## config.mk

```make
export PLATFORM = sky130hd
export DESIGN_NAME = mul_share_arbiter
export DESIGN_NICKNAME = d
export VERILOG_FILES = /design/src/rtl/mul_share_arbiter_pkg.sv /design/src/rtl/mul_share_arbiter_rr_pick.sv /design/src/rtl/mul_share_arbiter.sv
export SDC_FILE = /design/constraint.sdc
export NUM_CORES = 1
export LEC_CHECK = 0
export CELL_PAD_IN_SITES_DETAIL_PLACEMENT = 1
export CELL_PAD_IN_SITES_GLOBAL_PLACEMENT = 2
export CORE_ASPECT_RATIO = 2
export CORE_MARGIN = 4
export CORE_UTILIZATION = 19
export DETAILED_ROUTE_END_ITERATION = 10
export GPL_TIMING_DRIVEN = 0
export PLACE_DENSITY = 0.81
export SYNTH_ARGS = -nofsm -noshare
export SYNTH_HDL_FRONTEND = slang
export SYNTH_SLANG_ARGS = --single-unit
```

## constraint.sdc

```tcl
create_clock -name clk -period 1.8 [get_ports clk]
set_input_delay 0.18 -clock clk [delete_from_list [all_inputs] [get_ports clk]]
set_output_delay 0.18 -clock clk [all_outputs]
set_load 0.01 [all_outputs]
```

## src/rtl/mul_share_arbiter_pkg.sv

```systemverilog
// Shared definitions for the multiplier-sharing arbiter: sequencing states,
// datapath width, multiplier latency and mode encodings.
package mul_pkg;

  localparam int unsigned MUL_W = 16;
  localparam int unsigned MUL_ISSUE_TO_RESULT = 2;

  localparam logic MODE_FP  = 1'b1;
  localparam logic MODE_INT = 1'b0;

  typedef enum logic [1:0] {
    IDLE  = 2'd0,
    HOLD1 = 2'd1,
    HOLD2 = 2'd2,
    WAIT  = 2'd3
  } state_t;

endpackage

```

## src/rtl/mul_share_arbiter_rr_pick.sv

```systemverilog
// Combinational round-robin picker: first set request at or above ptr, wrapping.
module rr_pick #(
  parameter int unsigned N_REQ = 4,
  parameter int unsigned ID_W  = 2
) (
  input  logic [N_REQ-1:0] req,
  input  logic [ID_W-1:0]  ptr,
  output logic [N_REQ-1:0] gnt,
  output logic [ID_W-1:0]  idx,
  output logic             any
);

  logic [ID_W-1:0] cand;

  always_comb begin
    idx  = '0;
    any  = 1'b0;
    cand = '0;
    for (int unsigned i = 0; i < N_REQ; i++) begin
      cand = ID_W'((32'(ptr) + i) % N_REQ);
      if (!any && req[cand]) begin
        any = 1'b1;
        idx = cand;
      end
    end
    gnt = any ? (N_REQ'(1) << idx) : '0;
  end

endmodule

```

## src/rtl/mul_share_arbiter.sv

```systemverilog
// Shares one int_fp_mul between N_REQ requesters; holds operands stable from
// issue to result capture and returns products on a registered valid/ready channel.
module mul_share_arbiter
  import mul_pkg::*;
#(
  parameter int unsigned N_REQ = 4,
  parameter int unsigned ID_W  = 2
) (
  input  logic                   clk,
  input  logic                   rst,
  input  logic [N_REQ-1:0]       req_valid,
  output logic [N_REQ-1:0]       req_ready,
  input  logic [N_REQ-1:0]       req_mode,
  input  logic [MUL_W*N_REQ-1:0] req_a,
  input  logic [MUL_W*N_REQ-1:0] req_b,
  output logic                   mul_mode,
  output logic [MUL_W-1:0]       mul_a,
  output logic [MUL_W-1:0]       mul_b,
  input  logic [MUL_W-1:0]       mul_c,
  output logic                   rsp_valid,
  input  logic                   rsp_ready,
  output logic [ID_W-1:0]        rsp_id,
  output logic [MUL_W-1:0]       rsp_data
);

  state_t            state;
  state_t            state_nxt;
  logic [ID_W-1:0]   rr_ptr;
  logic [ID_W-1:0]   op_id;
  logic [N_REQ-1:0]  win_gnt;
  logic [ID_W-1:0]   win_idx;
  logic              win_any;
  logic              accept;
  logic              capture;

  rr_pick #(
    .N_REQ (N_REQ),
    .ID_W  (ID_W)
  ) u_pick (
    .req (req_valid),
    .ptr (rr_ptr),
    .gnt (win_gnt),
    .idx (win_idx),
    .any (win_any)
  );

  // State register
  always_ff @(posedge clk or negedge rst) begin
    if (!rst) state <= IDLE;
    else      state <= state_nxt;
  end

  // Next state; grants only from IDLE or on a WAIT edge that captures
  always_comb begin
    state_nxt = state;
    accept    = 1'b0;
    capture   = 1'b0;
    case (state)
      IDLE: begin
        if (win_any) begin
          accept    = 1'b1;
          state_nxt = HOLD1;
        end
      end
      HOLD1: state_nxt = HOLD2;
      HOLD2: state_nxt = WAIT;
      WAIT: begin
        if (!rsp_valid || rsp_ready) begin
          capture = 1'b1;
          if (win_any) begin
            accept    = 1'b1;
            state_nxt = HOLD1;
          end else begin
            state_nxt = IDLE;
          end
        end
      end
      default: state_nxt = IDLE;
    endcase
  end

  // Grant is masked while reset is asserted so nothing looks accepted
  assign req_ready = (accept && rst) ? win_gnt : '0;

  // Op registers feed the multiplier and move only on accept edges
  always_ff @(posedge clk or negedge rst) begin
    if (!rst) begin
      mul_a    <= '0;
      mul_b    <= '0;
      mul_mode <= MODE_INT;
      op_id    <= '0;
      rr_ptr   <= '0;
    end else if (accept) begin
      mul_a    <= req_a[32'(win_idx)*MUL_W +: MUL_W];
      mul_b    <= req_b[32'(win_idx)*MUL_W +: MUL_W];
      mul_mode <= req_mode[win_idx];
      op_id    <= win_idx;
      rr_ptr   <= ID_W'((32'(win_idx) + 32'd1) % N_REQ);
    end
  end

  // Response register; a capture on a hand-off edge keeps valid high
  always_ff @(posedge clk or negedge rst) begin
    if (!rst) begin
      rsp_valid <= 1'b0;
      rsp_id    <= '0;
      rsp_data  <= '0;
    end else if (capture) begin
      rsp_valid <= 1'b1;
      rsp_id    <= op_id;
      rsp_data  <= mul_c;
    end else if (rsp_valid && rsp_ready) begin
      rsp_valid <= 1'b0;
    end
  end

endmodule
```

**Run 1: clock network drawn from the DEF**

The bar under the picture is 20 um long.
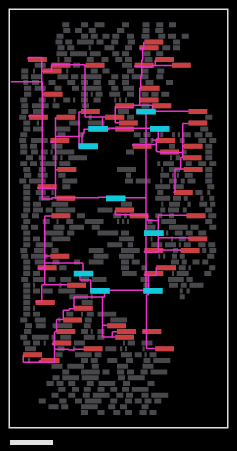
[cells driving clock nets] cyan | count: 9
[flip-flops] red | count: 58
[clock wires] magenta | length: 1020 um
flops lie	spread over the die
routed clock nets	10
worst skew pair latency: 0.33 ns
Clk network pwr share: 13.2%
Clock Power: 1.58 mW

**Run 1: clock routing**

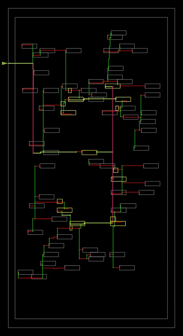
clock sinks: 58
cts bufs inserted: 9
clock buffers: 10
sequential cell count: 58

==> run summary, run 1 <==
yosys + openroad results -> Top logic family multiplexers, Adder Share, Synth 2.61%, post_cts resized 103, Slew @ Worst Pin 0.818 ns, DR top layer met4, M2 GR Usage 29.6%, vias 3399, CP Cell Sequence a21oi_2 > o21a_1 > o22ai_2 > buf_6 > buf_12 > inv_2 > ha_2 > and3_1 > buf_2, R2R setup slack -0.12 ns, initial antenna violation count 0, Rel. slew slack 45.5%, Core ar. 0.0173 mm^2, Reg-to-Reg End mul_b[3]$_DFFE_PN0P_, first-pass GRT wire length 22.0 mm, Lkg Pwr 2.94 nW, synthesis-to-finish area growth 118%, status complete, but fails checks, XOR/XNOR Area Share 0%, hold crit path type input port to asynchronous set/reset pin, most frequent logic cell in the layout clkdlybuf4s50_1, YS chip area 0.00336 mm^2, worst hold margin -0.0609 ns, Worst setup endpoint req_ready[2], clock skew 0.00970 ns, Post-CTS Setup Bufs 18, largest net degree at the start of global routing 63, MUX area fraction 26.0%, I/O Pins 211, Flop area 0.00145 mm^2, Final Hold Vio Count 58, CTS root buf clkbuf_16, synthesis warning total 0, final-stage net count 700, total tool warning count 34, Logic pwr share 67.0%, internal power 7.46 mW, seq pwr 2.36 mW, Max Cap Violations 0, Tcrit/Tclk final 116%, Top cell area share 43.3%, setup TNS -3.14 ns, #MultiIn Comb 194, n_taps 210, main area contributors dfrtp_1 43%, mux2i_1 20%, o221ai_2 7.6%, mux2_2 6.0%, nand2_1 4.8%, ys async rst share 100%, yosys stat cell total 279, Floorplan Nets 441, failing checks negative hold slack, negative setup slack, busiest grt layer met2, TritonCTS clock tree built, Comb/total area 32.2%, top cells by count 67 x mux2i_1, 58 x dfrtp_1, 43 x nand2_1, vias in the first global route 3928, leading area contributor after synthesis dfrtp_1, aoi share 14.7%, Post-synth regs 58, Primary FF master, synth dfrtp_1, Core Util at FP 19.4%, simple-gate portion of the synthesized area 7.76%, max frequency 0.481 GHz, Cells after Synth 279, vias per cell 4.51, M3 GR Usage 3.49%, worst r2r src rr_ptr[1]$_DFFE_PN0P_, DP Worst Slack -0.941 ns, Non-Filler Instances 753, post-synth cell types 32, CP Capture Type output pin, final setup margin -0.280 ns, Clock transition at path regs 0.06 ns, 1st-iter DRT viols 34, antenna-violating nets left 0, Final setup viols 35, Port Buf Inserts 210, Synth Seq Share 43.3%, P_sw 4.48 mW, Avg Cell Area, Syn 12.0 um^2
**Run 1: routed metal, one colour a layer**

The bar under the picture is 20 um long. Two of the layers only.
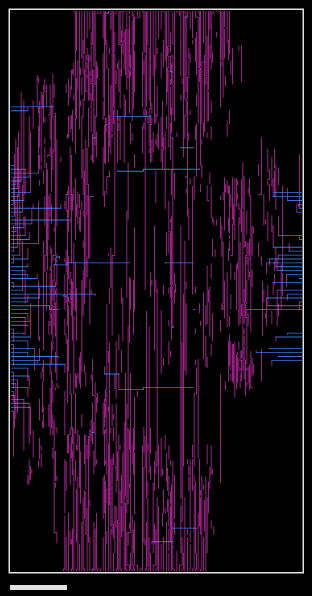
layer	colour	wire length
met2	magenta	10200 um
met3	blue	778 um
WL final: 16.2 mm
overall routing resource usage: 14.8%
wire per inst: 21.5 um

**Run 1: where the registers sit**

The bar under the picture is 20 um long.
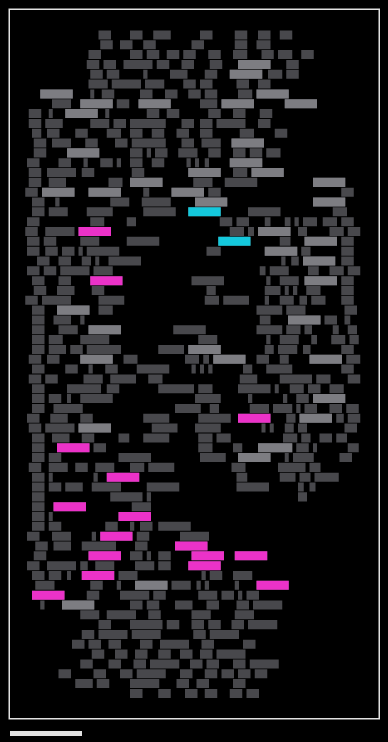

==> run 1 -> run 2 <==
- TNS_END_PERCENT: unset -> 20
**Run 2: where the registers sit**

The bar under the picture is 20 um long.
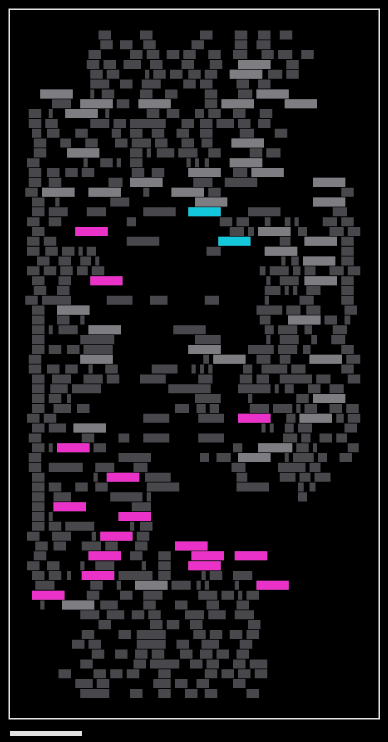
signal	colour	placed flops
`rsp_id`	cyan	2
`mul_b`	magenta	16
not coloured	40
seq pwr: 2.36 mW
Flop area: 0.00145 mm^2
Seq area share: 21.6%
utilization after layout: 39.0%

==> run summary, run 2 <==
yosys + openroad results -> TritonCTS clock tree built, worst hold margin -0.0691 ns, initial antenna violation count 0, Floorplan Nets 441, Comb/total area 30.6%, MUX area fraction 26.0%, R2R setup slack -0.09 ns, M2 GR Usage 28.5%, failing checks negative hold slack, negative setup slack, Adder Share, Synth 2.61%, top cells by count 67 x mux2i_1, 58 x dfrtp_1, 43 x nand2_1, I/O Pins 211, Lkg Pwr 2.80 nW, Synth Seq Share 43.3%, Core Util at FP 19.4%, status complete, but fails checks, vias per cell 4.50, XOR/XNOR Area Share 0%, final-stage net count 684, worst skew pair latency 0.33 ns, Logic pwr share 63.6%, largest net degree at the start of global routing 63, post_cts resized 87, Top cell area share 43.3%, cts bufs inserted 9, aoi share 14.7%, CP Capture Type output pin, final setup margin -0.260 ns, clock buffers 10, Top logic family multiplexers, Clock Power 1.58 mW, hold crit path type input port to asynchronous set/reset pin, P_sw 4.07 mW, Final Hold Vio Count 58, CTS root buf clkbuf_16, 1st-iter DRT viols 26, Rel. slew slack 46.3%, Core ar. 0.0173 mm^2, Reg-to-Reg End mul_a[4]$_DFFE_PN0P_, Slew @ Worst Pin 0.805 ns, Primary FF master, synth dfrtp_1, main area contributors dfrtp_1 43%, mux2i_1 20%, o221ai_2 7.6%, mux2_2 6.0%, nand2_1 4.8%, synthesis warning total 0, total tool warning count 34, max frequency 0.485 GHz, Final setup viols 38, antenna-violating nets left 0, Clock transition at path regs 0.06 ns, simple-gate portion of the synthesized area 7.76%, Max Cap Violations 0, Post-synth regs 58, vias in the first global route 3876, internal power 6.73 mW, setup TNS -3.08 ns, yosys stat cell total 279, Worst setup endpoint req_ready[2], clock sinks 58, n_taps 210, most frequent logic cell in the layout clkdlybuf4s50_1
**Run 2: routed metal, one colour a layer**

The bar under the picture is 20 um long. Two of the layers only.
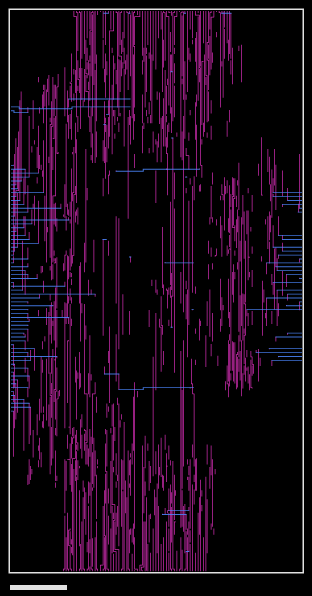
layer	colour	wire length
met3	blue	784 um
met2	magenta	9000 um
overall routing resource usage: 14.5%
WL final: 14.9 mm
vias: 3314
wire per inst: 20.2 um

No activity file was given, so power comes from the tool's default toggle rates.
